pdn.png
Bar = 50 um. Pins as bars on the die edge.
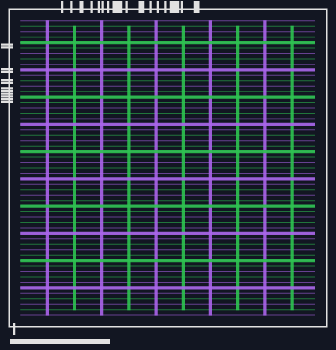
cell_classes.png
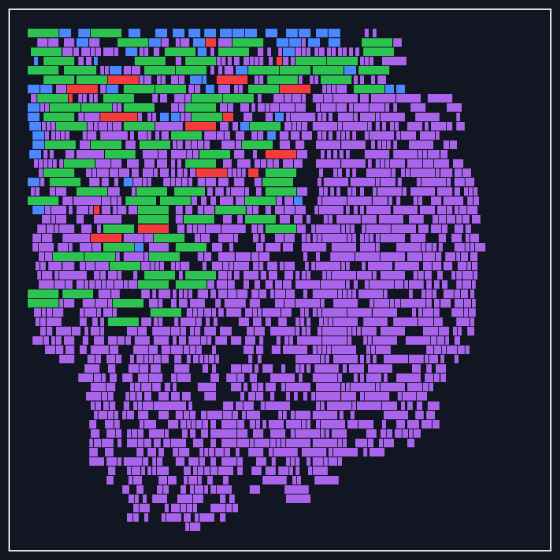
### config.mk
export PLATFORM = sky130hd
export DESIGN_NAME = state_variable_filter
export DESIGN_NICKNAME = d
export VERILOG_FILES = /design/src/rtl/svf_pkg.sv /design/src/rtl/svf_sat.sv /design/src/rtl/state_variable_filter.sv
export SDC_FILE = /design/constraint.sdc
export NUM_CORES = 1
export LEC_CHECK = 0
export CAP_MARGIN = 20
export CORE_MARGIN = 5
export CORE_UTILIZATION = 55
export CTS_CLUSTER_DIAMETER = 120
export CTS_CLUSTER_SIZE = 30
export DETAILED_ROUTE_END_ITERATION = 8
export GPL_ROUTABILITY_DRIVEN = 0
export MAX_ROUTING_LAYER = met4
export PLACE_DENSITY = 0.84
export RECOVER_POWER = 100
export SYNTH_ARGS = -nofsm -noshare
export SYNTH_HDL_FRONTEND = slang
export SYNTH_SLANG_ARGS = --single-unit
### constraint.sdc
create_clock -name clk -period 13.2 [get_ports clk]
set_clock_uncertainty 0.15 [all_clocks]
set_input_delay 2.64 -clock clk [delete_from_list [all_inputs] [get_ports clk]]
set_output_delay 2.64 -clock clk [all_outputs]
set_load 0.005 [all_outputs]
### src/rtl/svf_pkg.sv
// rtl/svf_pkg.sv - shared types and constants for the state-variable filter
// FSM state encoding, output mode codes, datapath widths and coefficient shifts.
package svf_pkg;

  localparam int DATA_W   = 16;
  localparam int IN_SHIFT = 6;
  localparam logic [7:0] F_MAX = 8'hC0;
  localparam int F_SHIFT  = 8;
  localparam int Q_SHIFT  = 7;

  localparam logic [2:0] MODE_BYP   = 3'b000;
  localparam logic [2:0] MODE_LP    = 3'b001;
  localparam logic [2:0] MODE_BP    = 3'b010;
  localparam logic [2:0] MODE_HP    = 3'b011;
  localparam logic [2:0] MODE_NOTCH = 3'b100;

  typedef enum logic [2:0] {
    IDLE,
    S_LOW,
    S_HIGH,
    S_BAND,
    S_OUT
  } svf_state_t;

  function automatic logic [7:0] clamp_coef(input logic [7:0] c, input logic [7:0] lim);
    return (c > lim) ? lim : c;
  endfunction

endpackage

### src/rtl/svf_sat.sv
// rtl/svf_sat.sv - saturating signed adder / clamp
// y = clamp(a + b); SYM=1 gives +/-(2^(OUT_W-1)-1), SYM=0 the full two's-complement range.
module svf_sat #(
  parameter int IN_W  = 27,
  parameter int OUT_W = 16,
  parameter bit SYM   = 1'b1
) (
  input  logic signed [IN_W-1:0]  i_a,
  input  logic signed [IN_W-1:0]  i_b,
  output logic signed [OUT_W-1:0] o_y
);

  localparam logic signed [IN_W:0] C_ONE = (IN_W+1)'(1);
  localparam logic signed [IN_W:0] C_MAX = (IN_W+1)'((2 ** (OUT_W - 1)) - 1);
  localparam logic signed [IN_W:0] C_MIN = SYM ? (-C_MAX) : (-C_MAX - C_ONE);

  logic signed [IN_W:0] w_sum;

  // One guard bit so the sum itself can never wrap before clamping
  assign w_sum = {i_a[IN_W-1], i_a} + {i_b[IN_W-1], i_b};

  always_comb begin
    if (w_sum > C_MAX) begin
      o_y = C_MAX[OUT_W-1:0];
    end else if (w_sum < C_MIN) begin
      o_y = C_MIN[OUT_W-1:0];
    end else begin
      o_y = w_sum[OUT_W-1:0];
    end
  end

endmodule

### src/rtl/state_variable_filter.sv
// rtl/state_variable_filter.sv - resonant Chamberlin SVF, one shared multiplier, 5-state FSM
// Optional notch output on mode 100 when SVF_NOTCH_EN is defined.
module state_variable_filter #(
  parameter int         DATA_W   = svf_pkg::DATA_W,
  parameter int         IN_SHIFT = svf_pkg::IN_SHIFT,
  parameter logic [7:0] F_MAX    = svf_pkg::F_MAX
) (
  input  logic       clk,
  input  logic       rst_n,
  input  logic       enable,
  input  logic       sample_tick,
  input  logic [7:0] audio_in,
  input  logic [7:0] cutoff,
  input  logic [7:0] damping,
  input  logic [2:0] mode,
  output logic [7:0] audio_out,
  output logic       out_valid,
  output logic       busy,
  output logic       overrun
);
  import svf_pkg::*;

  localparam int PW = DATA_W + 9;
  localparam int AW = DATA_W + 11;

  svf_state_t               r_state;
  logic signed [DATA_W-1:0] r_low;
  logic signed [DATA_W-1:0] r_band;
  logic signed [DATA_W-1:0] r_high;
  logic signed [DATA_W-1:0] r_in_s;
  logic [7:0]               r_f;
  logic [7:0]               r_q;
  logic [2:0]               r_mode;
  logic [7:0]               r_audio_out;
  logic                     r_out_valid;
  logic                     r_busy;
  logic                     r_overrun;

  logic [7:0]               w_in_x;
  logic signed [DATA_W-1:0] w_in_s;
  logic signed [DATA_W-1:0] w_mul_a;
  logic [7:0]               w_mul_coef;
  logic signed [PW-1:0]     w_mul_a_x;
  logic signed [PW-1:0]     w_mul_b_x;
  logic signed [PW-1:0]     w_prod;
  logic signed [AW-1:0]     w_prod_x;
  logic signed [AW-1:0]     w_prod_f;
  logic signed [AW-1:0]     w_prod_q;
  logic signed [AW-1:0]     w_acc_a;
  logic signed [AW-1:0]     w_acc_b;
  logic signed [DATA_W-1:0] w_state_sat;
  logic signed [DATA_W-1:0] w_sel;
  logic signed [DATA_W-1:0] w_sel_sh;
  logic signed [7:0]        w_out_s;

  function automatic logic signed [AW-1:0] ext(input logic signed [DATA_W-1:0] v);
    return {{(AW - DATA_W){v[DATA_W-1]}}, v};
  endfunction

  assign w_in_x = audio_in ^ 8'h80;
  assign w_in_s = {{(DATA_W - 8 - IN_SHIFT){w_in_x[7]}}, w_in_x, {IN_SHIFT{1'b0}}};

  always_comb begin
    w_mul_a    = '0;
    w_mul_coef = '0;
    case (r_state)
      S_LOW:  begin w_mul_a = r_band; w_mul_coef = r_f; end
      S_HIGH: begin w_mul_a = r_band; w_mul_coef = r_q; end
      S_BAND: begin w_mul_a = r_high; w_mul_coef = r_f; end
      default: ;
    endcase
  end

  // Coefficients are unsigned, so they enter the signed multiply zero-extended
  assign w_mul_a_x = {{9{w_mul_a[DATA_W-1]}}, w_mul_a};
  assign w_mul_b_x = {{(PW - 8){1'b0}}, w_mul_coef};
  assign w_prod    = w_mul_a_x * w_mul_b_x;
  assign w_prod_x  = {{2{w_prod[PW-1]}}, w_prod};
  assign w_prod_f  = w_prod_x >>> F_SHIFT;
  assign w_prod_q  = w_prod_x >>> Q_SHIFT;

  always_comb begin
    w_acc_a = '0;
    w_acc_b = '0;
    case (r_state)
      S_LOW:  begin w_acc_a = ext(r_low);                w_acc_b = w_prod_f;  end
      S_HIGH: begin w_acc_a = ext(r_in_s) - ext(r_low);  w_acc_b = -w_prod_q; end
      S_BAND: begin w_acc_a = ext(r_band);               w_acc_b = w_prod_f;  end
      default: ;
    endcase
  end

  svf_sat #(.IN_W(AW), .OUT_W(DATA_W), .SYM(1'b1)) u_sat_state (
    .i_a (w_acc_a),
    .i_b (w_acc_b),
    .o_y (w_state_sat)
  );

`ifdef SVF_NOTCH_EN
  logic signed [DATA_W-1:0] w_notch;

  svf_sat #(.IN_W(DATA_W), .OUT_W(DATA_W), .SYM(1'b1)) u_sat_notch (
    .i_a (r_low),
    .i_b (r_high),
    .o_y (w_notch)
  );

  always_comb begin
    w_sel = r_in_s;
    case (r_mode)
      MODE_LP:    w_sel = r_low;
      MODE_BP:    w_sel = r_band;
      MODE_HP:    w_sel = r_high;
      MODE_NOTCH: w_sel = w_notch;
      default:    w_sel = r_in_s;
    endcase
  end
`else
  always_comb begin
    w_sel = r_in_s;
    casez (r_mode)
      3'b?01:  w_sel = r_low;
      3'b?10:  w_sel = r_band;
      3'b?11:  w_sel = r_high;
      default: w_sel = r_in_s;
    endcase
  end
`endif

  assign w_sel_sh = w_sel >>> IN_SHIFT;

  svf_sat #(.IN_W(DATA_W), .OUT_W(8), .SYM(1'b0)) u_sat_out (
    .i_a (w_sel_sh),
    .i_b ('0),
    .o_y (w_out_s)
  );

  always_ff @(posedge clk or negedge rst_n) begin
    if (!rst_n) begin
      r_state     <= IDLE;
      r_low       <= '0;
      r_band      <= '0;
      r_high      <= '0;
      r_in_s      <= '0;
      r_f         <= '0;
      r_q         <= '0;
      r_mode      <= '0;
      r_audio_out <= 8'h80;
      r_out_valid <= 1'b0;
      r_busy      <= 1'b0;
      r_overrun   <= 1'b0;
    end else if (!enable) begin
      r_state     <= IDLE;
      r_low       <= '0;
      r_band      <= '0;
      r_high      <= '0;
      r_audio_out <= 8'h80;
      r_out_valid <= 1'b0;
      r_busy      <= 1'b0;
    end else begin
      r_out_valid <= 1'b0;
      if (sample_tick && (r_state != IDLE)) begin
        r_overrun <= 1'b1;
      end
      case (r_state)
        IDLE: begin
          if (sample_tick) begin
            r_in_s  <= w_in_s;
            r_f     <= clamp_coef(cutoff, F_MAX);
            r_q     <= damping;
            r_mode  <= mode;
            r_state <= S_LOW;
            r_busy  <= 1'b1;
          end
        end
        S_LOW: begin
          r_low   <= w_state_sat;
          r_state <= S_HIGH;
        end
        S_HIGH: begin
          r_high  <= w_state_sat;
          r_state <= S_BAND;
        end
        S_BAND: begin
          r_band  <= w_state_sat;
          r_state <= S_OUT;
        end
        S_OUT: begin
          r_audio_out <= w_out_s ^ 8'h80;
          r_out_valid <= 1'b1;
          r_state     <= IDLE;
          r_busy      <= 1'b0;
        end
        default: begin
          r_state <= IDLE;
          r_busy  <= 1'b0;
        end
      endcase
    end
  end

  assign audio_out = r_audio_out;
  assign out_valid = r_out_valid;
  assign busy      = r_busy;
  assign overrun   = r_overrun;

endmodule

==> impl_metrics.py <==
# Metrics from the implementation run
metrics = {
    "synthesis": {
        "ys_cells": 1452,
        "fp_nets": 1670,
        "edf_count": 0,
        "top_area_cell": "dfrtp_1",
        "syn_inst": 1452,
        "yosys_warnings": 0,
        "area_leaders": "dfrtp_1 (18%), fa_1 (17%), ha_1 (8.9%), nand2_1 (6.4%), nor2_1 (4.9%)",
        "yosys_area_um2": 12000,
        "ys_seq_share_pct": 18.4,
        "synthAdderAreaFrac_pct": 25.9,
        "netlist_area_um2": 12000,
    },
    "setup_path": {
        "crit_slowest_cell": "o31ai_2",
        "crit_arrival_ps": 12220,
        "cp-start-kind": "register",
        "crit_buf_inv": 4,
    },
    "layout": {
        "nNetsFinal": 1668,
        "buf_share_pct": 3.83,
        "finish.utilization_pct": 59.4,
        "mostFrequentLayoutCells": "nand2_1 (206), nor2_1 (156), inv_1 (124)",
        "num-nonclk-buffers": 54,
        "drive_gt1_share_pct": 4.74,
    },
    "routing": {
        "drtIter0Drc": 1456,
        "detail_route.wl_per_cell_um": 19.2,
        "via_count": 11300,
        "top_layer": "met4",
        "met3_length_mm": 3.03,
    },
    "sta": {
        "period_used_pct": 91.7,
        "fmax_ghz": 0.0826,
        "tightest_slew_ps": 2780,
        "fin_hold_ws_ps": 323,
        "tns_ps": 0,
        "slew_violations": 91,
    },
    "global_route": {
        "grt_max_degree": 89,
        "grt_antenna_before_repair": 0,
    },
    "status": {
        "violations": "max-capacitance violations, max-slew violations",
        "outcome": "complete, but fails checks",
    },
    "pwr": {
        "p_comb_mw": 0.485,
        "powerSeq_mw": 0.352,
        "p_leak_nw": 5.99,
    },
    "min_path": {
        "min_to": "r_q[7]$_DFFE_PN0P_",
        "min_from": "r_q[7]$_DFFE_PN0P_",
        "whs_path_depth": 2,
        "hold_path_class": "register to register",
    },
    "place": {
        "port_buffers": 40,
    },
    "job": {
        "drv_cap": 2,
        "warnings": 28,
    },
}
Back to the opening pictures, pdn.png:
[VSS] purple
[VDD] green
rows: 54
met1 rails: 55
signal pins: 42
met4 straps: 10

Back to the opening pictures, cell_classes.png:
[other buffers and delay cells] blue | cells: 54 | share of their area: 3.9%
[flip-flops] green | cells: 88 | share of their area: 18%
[all other logic] purple | cells: 1297 | share of their area: 76%
[clock drivers and dummy loads] red | cells: 16 | share of their area: 2.4%

Power and IR drop assume default switching activity.
